## src/rtl/th_scan_sequencer_if.sv

```systemverilog
// Handshake/result bundle between the threshold controller side and th_scan_sequencer.
// Optional BLMin/BLMax exist only when TH_SEQ_MINMAX_EN is defined.
interface th_scan_sequencer_if #(
    parameter int unsigned TIMEOUT_W = 16
);
    logic                 Start;
    logic                 Abort;
    logic [TIMEOUT_W-1:0] TimeoutCycles;
    logic                 ScanDone;
    logic [9:0]           BL;
    logic [3:0]           NW;
    logic                 ScanStart;
    logic [9:0]           BLAvg;
    logic [3:0]           NWMax;
    logic                 Busy;
    logic                 Done;
    logic [1:0]           Error;
`ifdef TH_SEQ_MINMAX_EN
    logic [9:0]           BLMin;
    logic [9:0]           BLMax;

    modport master (
        output Start, Abort, TimeoutCycles, ScanDone, BL, NW,
        input  ScanStart, BLAvg, NWMax, Busy, Done, Error, BLMin, BLMax
    );
    modport slave (
        input  Start, Abort, TimeoutCycles, ScanDone, BL, NW,
        output ScanStart, BLAvg, NWMax, Busy, Done, Error, BLMin, BLMax
    );
`else
    modport master (
        output Start, Abort, TimeoutCycles, ScanDone, BL, NW,
        input  ScanStart, BLAvg, NWMax, Busy, Done, Error
    );
    modport slave (
        input  Start, Abort, TimeoutCycles, ScanDone, BL, NW,
        output ScanStart, BLAvg, NWMax, Busy, Done, Error
    );
`endif
endinterface

```

## src/rtl/th_scan_sequencer.sv

```systemverilog
// Baseline calibration sequencer: runs 2**NSCAN_LOG2 scans, averages BL, tracks worst NW.
// Optional BL min/max tracking enabled by defining TH_SEQ_MINMAX_EN.
module th_scan_sequencer #(
    parameter int unsigned NSCAN_LOG2 = 2,
    parameter int unsigned TIMEOUT_W  = 16,
    parameter logic [3:0]  NW_MAX     = 4'd10
) (
    input  logic                CLK,
    input  logic                RSTn,
    th_scan_sequencer_if.slave  bus
);

    // state   | meaning
    // IDLE    | waiting for Start, results held
    // REQ     | ScanStart high, waiting for ScanDone
    // RELEASE | ScanStart low, waiting for ScanDone to fall
    // NEXT    | decide between another scan and FIN
    // FIN     | load results, Done pulse
    typedef enum logic [2:0] {
        S_IDLE    = 3'd0,
        S_REQ     = 3'd1,
        S_RELEASE = 3'd2,
        S_NEXT    = 3'd3,
        S_FIN     = 3'd4
    } state_t;

    localparam int unsigned ACC_W = 10 + NSCAN_LOG2;
    localparam logic [NSCAN_LOG2-1:0] LAST_SCAN = '1;

    state_t                 state_q, state_d;
    logic [ACC_W-1:0]       acc_q, acc_d;
    logic [NSCAN_LOG2-1:0]  scan_cnt_q, scan_cnt_d;
    logic [TIMEOUT_W-1:0]   tmo_cnt_q, tmo_cnt_d;
    logic [3:0]             nw_acc_q, nw_acc_d;
    logic [1:0]             err_q, err_d;
    logic [9:0]             bl_avg_q, bl_avg_d;
    logic [3:0]             nw_max_q, nw_max_d;
`ifdef TH_SEQ_MINMAX_EN
    logic [9:0]             bl_min_acc_q, bl_min_acc_d;
    logic [9:0]             bl_max_acc_q, bl_max_acc_d;
    logic [9:0]             bl_min_q, bl_min_d;
    logic [9:0]             bl_max_q, bl_max_d;
`endif

    logic                   start_ok;
    logic                   sample;
    logic                   tmo_hit;
    logic                   timeout;
    logic                   finish;
    logic [TIMEOUT_W-1:0]   tmo_last;

    assign tmo_last = bus.TimeoutCycles - TIMEOUT_W'(1);
    assign tmo_hit  = (bus.TimeoutCycles != '0) && (tmo_cnt_q == tmo_last);
    assign start_ok = (state_q == S_IDLE) && bus.Start && !bus.Abort;
    assign sample   = (state_q == S_REQ) && bus.ScanDone && !bus.Abort;
    // A ScanDone edge in the expiry cycle wins: the timeout only fires while still waiting.
    assign timeout  = !bus.Abort && tmo_hit &&
                      (((state_q == S_REQ) && !bus.ScanDone) ||
                       ((state_q == S_RELEASE) && bus.ScanDone));
    assign finish   = (state_q == S_FIN) && !bus.Abort;

    always_ff @(posedge CLK or negedge RSTn) begin
        if (!RSTn) begin
            state_q <= S_IDLE;
        end else begin
            state_q <= state_d;
        end
    end

    always_comb begin
        state_d = state_q;
        if ((state_q != S_IDLE) && bus.Abort) begin
            state_d = S_IDLE;
        end else begin
            unique case (state_q)
                S_IDLE:    if (start_ok) state_d = S_REQ;
                S_REQ: begin
                    if (bus.ScanDone)  state_d = S_RELEASE;
                    else if (timeout)  state_d = S_FIN;
                end
                S_RELEASE: begin
                    if (!bus.ScanDone) state_d = S_NEXT;
                    else if (timeout)  state_d = S_FIN;
                end
                S_NEXT:    state_d = (scan_cnt_q == LAST_SCAN) ? S_FIN : S_REQ;
                S_FIN:     state_d = S_IDLE;
                default:   state_d = S_IDLE;
            endcase
        end
    end

    always_comb begin
        bus.ScanStart = (state_q == S_REQ);
        bus.Busy      = (state_q != S_IDLE);
        bus.Done      = finish;
        bus.BLAvg     = bl_avg_q;
        bus.NWMax     = nw_max_q;
        bus.Error     = err_q;
`ifdef TH_SEQ_MINMAX_EN
        bus.BLMin     = bl_min_q;
        bus.BLMax     = bl_max_q;
`endif
    end

    always_comb begin
        acc_d      = acc_q;
        scan_cnt_d = scan_cnt_q;
        nw_acc_d   = nw_acc_q;
        err_d      = err_q;
        bl_avg_d   = bl_avg_q;
        nw_max_d   = nw_max_q;
`ifdef TH_SEQ_MINMAX_EN
        bl_min_acc_d = bl_min_acc_q;
        bl_max_acc_d = bl_max_acc_q;
        bl_min_d     = bl_min_q;
        bl_max_d     = bl_max_q;
`endif

        if (start_ok) begin
            acc_d      = '0;
            scan_cnt_d = '0;
            nw_acc_d   = '0;
            err_d      = '0;
`ifdef TH_SEQ_MINMAX_EN
            bl_min_acc_d = 10'd1023;
            bl_max_acc_d = 10'd0;
`endif
        end

        if (sample) begin
            acc_d = acc_q + {{NSCAN_LOG2{1'b0}}, bus.BL};
            if (bus.NW > nw_acc_q) nw_acc_d = bus.NW;
            if (bus.NW > NW_MAX)   err_d[1] = 1'b1;
`ifdef TH_SEQ_MINMAX_EN
            if (bus.BL < bl_min_acc_q) bl_min_acc_d = bus.BL;
            if (bus.BL > bl_max_acc_q) bl_max_acc_d = bus.BL;
`endif
        end

        if (timeout) err_d[0] = 1'b1;

        if ((state_q == S_NEXT) && !bus.Abort && (scan_cnt_q != LAST_SCAN)) begin
            scan_cnt_d = scan_cnt_q + NSCAN_LOG2'(1);
        end

        // Counter restarts on every state change, so REQ and RELEASE each get a full budget.
        if ((state_d == state_q) && ((state_q == S_REQ) || (state_q == S_RELEASE))) begin
            tmo_cnt_d = tmo_cnt_q + TIMEOUT_W'(1);
        end else begin
            tmo_cnt_d = '0;
        end

        if (finish) begin
            bl_avg_d = acc_q[ACC_W-1:NSCAN_LOG2];
            nw_max_d = nw_acc_q;
`ifdef TH_SEQ_MINMAX_EN
            bl_min_d = bl_min_acc_q;
            bl_max_d = bl_max_acc_q;
`endif
        end
    end

    always_ff @(posedge CLK or negedge RSTn) begin
        if (!RSTn) begin
            acc_q      <= '0;
            scan_cnt_q <= '0;
            tmo_cnt_q  <= '0;
            nw_acc_q   <= '0;
            err_q      <= '0;
            bl_avg_q   <= '0;
            nw_max_q   <= '0;
`ifdef TH_SEQ_MINMAX_EN
            bl_min_acc_q <= 10'd1023;
            bl_max_acc_q <= 10'd0;
            bl_min_q     <= 10'd1023;
            bl_max_q     <= 10'd0;
`endif
        end else begin
            acc_q      <= acc_d;
            scan_cnt_q <= scan_cnt_d;
            tmo_cnt_q  <= tmo_cnt_d;
            nw_acc_q   <= nw_acc_d;
            err_q      <= err_d;
            bl_avg_q   <= bl_avg_d;
            nw_max_q   <= nw_max_d;
`ifdef TH_SEQ_MINMAX_EN
            bl_min_acc_q <= bl_min_acc_d;
            bl_max_acc_q <= bl_max_acc_d;
            bl_min_q     <= bl_min_d;
            bl_max_q     <= bl_max_d;
`endif
        end
    end

endmodule

```

## src/flat_wrapper.sv

```systemverilog
// flat-port wrapper written by rule: the top's interface ports become plain ports
module th_scan_sequencer_flat 
#(
    parameter int unsigned NSCAN_LOG2 = 2,
    parameter int unsigned TIMEOUT_W  = 16,
    parameter logic [3:0]  NW_MAX     = 4'd10
)
  (CLK, RSTn, bus_Start, bus_Abort, bus_TimeoutCycles, bus_ScanDone, bus_BL, bus_NW, bus_ScanStart, bus_BLAvg, bus_NWMax, bus_Busy, bus_Done, bus_Error);
  th_scan_sequencer_if #(.TIMEOUT_W(TIMEOUT_W)) bus_i ();
  input  logic CLK;
  input  logic RSTn;
  input wire logic [$bits(bus_i.Start)-1:0] bus_Start;
  input wire logic [$bits(bus_i.Abort)-1:0] bus_Abort;
  input wire logic [$bits(bus_i.TimeoutCycles)-1:0] bus_TimeoutCycles;
  input wire logic [$bits(bus_i.ScanDone)-1:0] bus_ScanDone;
  input wire logic [$bits(bus_i.BL)-1:0] bus_BL;
  input wire logic [$bits(bus_i.NW)-1:0] bus_NW;
  output wire logic [$bits(bus_i.ScanStart)-1:0] bus_ScanStart;
  output wire logic [$bits(bus_i.BLAvg)-1:0] bus_BLAvg;
  output wire logic [$bits(bus_i.NWMax)-1:0] bus_NWMax;
  output wire logic [$bits(bus_i.Busy)-1:0] bus_Busy;
  output wire logic [$bits(bus_i.Done)-1:0] bus_Done;
  output wire logic [$bits(bus_i.Error)-1:0] bus_Error;
  assign bus_i.Start = bus_Start;
  assign bus_i.Abort = bus_Abort;
  assign bus_i.TimeoutCycles = bus_TimeoutCycles;
  assign bus_i.ScanDone = bus_ScanDone;
  assign bus_i.BL = bus_BL;
  assign bus_i.NW = bus_NW;
  assign bus_ScanStart = bus_i.ScanStart;
  assign bus_BLAvg = bus_i.BLAvg;
  assign bus_NWMax = bus_i.NWMax;
  assign bus_Busy = bus_i.Busy;
  assign bus_Done = bus_i.Done;
  assign bus_Error = bus_i.Error;
  th_scan_sequencer #(.NSCAN_LOG2(NSCAN_LOG2), .TIMEOUT_W(TIMEOUT_W), .NW_MAX(NW_MAX)) u_core (.CLK(CLK), .RSTn(RSTn), .bus(bus_i));
endmodule
```

## config.mk

```make
export PLATFORM = sky130hd
export DESIGN_NAME = th_scan_sequencer_flat
export DESIGN_NICKNAME = d
export VERILOG_FILES = /design/src/rtl/th_scan_sequencer_if.sv /design/src/rtl/th_scan_sequencer.sv /design/src/flat_wrapper.sv
export SDC_FILE = /design/constraint.sdc
export NUM_CORES = 1
export LEC_CHECK = 0
export CORE_MARGIN = 2
export CORE_UTILIZATION = 50
export CTS_CLUSTER_DIAMETER = 40
export DETAILED_ROUTE_END_ITERATION = 10
export PLACE_DENSITY_LB_ADDON = 0.15
export SETUP_SLACK_MARGIN = 0.1
export SYNTH_ARGS = -nofsm -noshare
export SYNTH_HDL_FRONTEND = slang
export SYNTH_SLANG_ARGS = --single-unit
export TNS_END_PERCENT = 50
```

## constraint.sdc

```tcl
create_clock -name CLK -period 2.9 [get_ports CLK]
set_clock_uncertainty 0.05 [all_clocks]
set_input_delay 0.29 -clock CLK [delete_from_list [all_inputs] [get_ports CLK]]
set_output_delay 0.29 -clock CLK [all_outputs]
set_load 0.01 [all_outputs]
```

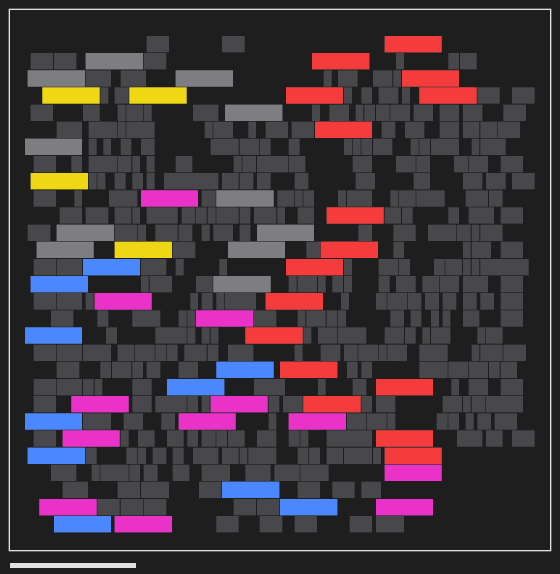
Fig. 1. Sequential cells grouped by signal name.
Bar = 20 um. Other sequential cells in the stronger grey, the rest of the logic in the fainter grey.
`u_core.bus.BLAvg`: shown in blue, sequential cells 10. `u_core.tmo_cnt_q`: shown in red, sequential cells 16. `u_core.nw_acc_q`: shown in yellow, sequential cells 4, where north-west. `u_core.acc_q`: shown in magenta, sequential cells 12.

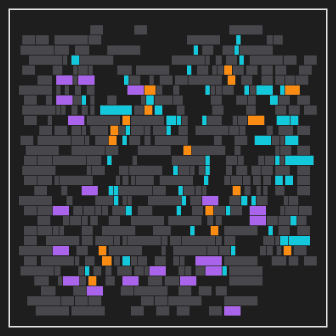
Fig. 2. Gate families picked out.
adder and majority cells: shown in purple, cells 19, most used ha_1. NOR gates: shown in cyan, cells 54, most used nor2_1. AND and OR gates: shown in orange, cells 17, most used and3_1.

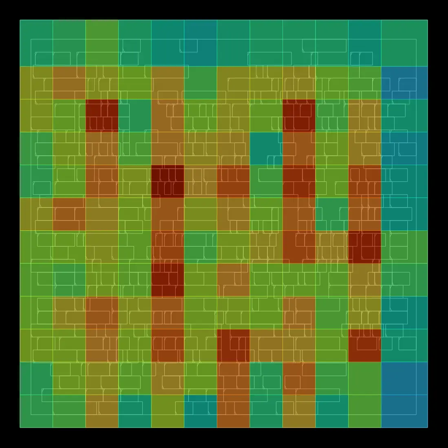
Fig. 3. Routing congestion.
final core occ: 0.6395
average routed wire per standard cell: 14.64 um
GRT Overall Usage: 0.2032
met3 GRT Util: 0.03850

==> impl_metrics.csv <==
group,metric,value,unit
detailed_routing,drc,0,
status,outcome,"finished clean",
sta,fin_crit,2548,ps
sta,grt_setup_unrepaired,"no",
floorplan,rows,29,
synthesis,ys_cells,344,
sta,setup_violations,0,
flow_run,warnings,27,
critical_path,cp-startpoint,"bus_TimeoutCycles[3]",
synthesis,fp_nets,398,
synthesis,synthCells,344,
clock_network,numCtsBuffers,5,
synthesis,synth-async-reset-ratio,1.000,
critical_path,path_buffers,1,
critical_path,crit_family,"simple AND/OR/NAND/NOR gates",
synthesis,ys_ff,53,
synthesis,topCellsByArea,"dfrtp_1 (40%), ha_1 (6.8%), xnor2_1 (5.8%)",
clock_network,clkLatencyLatePin,300,ps
critical_path,rr_startpoint,"u_core.acc_q[0]",
power_and_ir_drop,peakVddDrop,0.4126,mV
synthesis,top_logic_kind,"simple AND/OR/NAND/NOR gates",
floorplan,top_level_ports,54,
grt,antenna_found_initial,0,
synthesis,xor_area_frac,0.09985,
-- layout make-up --
cell class	instances	area (um^2)
sequential	53	1326
inverter	14	52.55
clock buffer	7	86.33
fill	554	2302
timing repair buffer	63	600.6
multi-input combinational	268	1922
tap	77	96.34
-- final timing paths --
kind	end	cells past startpoint
worst max-delay path	u_core.state_q[0]	8
worst min-delay path	u_core.tmo_cnt_q[11]	2
worst max register to register	u_core.acc_q[8]	9
worst min register to register	u_core.bus.Error[0]	2
max in group asynchronous	u_core.bus.BLAvg[1]	2
min in group CLK	u_core.bus.Error[0]	2
-- power breakdown --
group	switching, mW	total (mW)	internal [mW]	leakage (nW)
sequential	0.0969	0.937	0.840	0.728
combinational	0.389	0.756	0.367	0.997
clock	0.228	0.418	0.190	0.0443
Power and IR drop assume default switching activity.
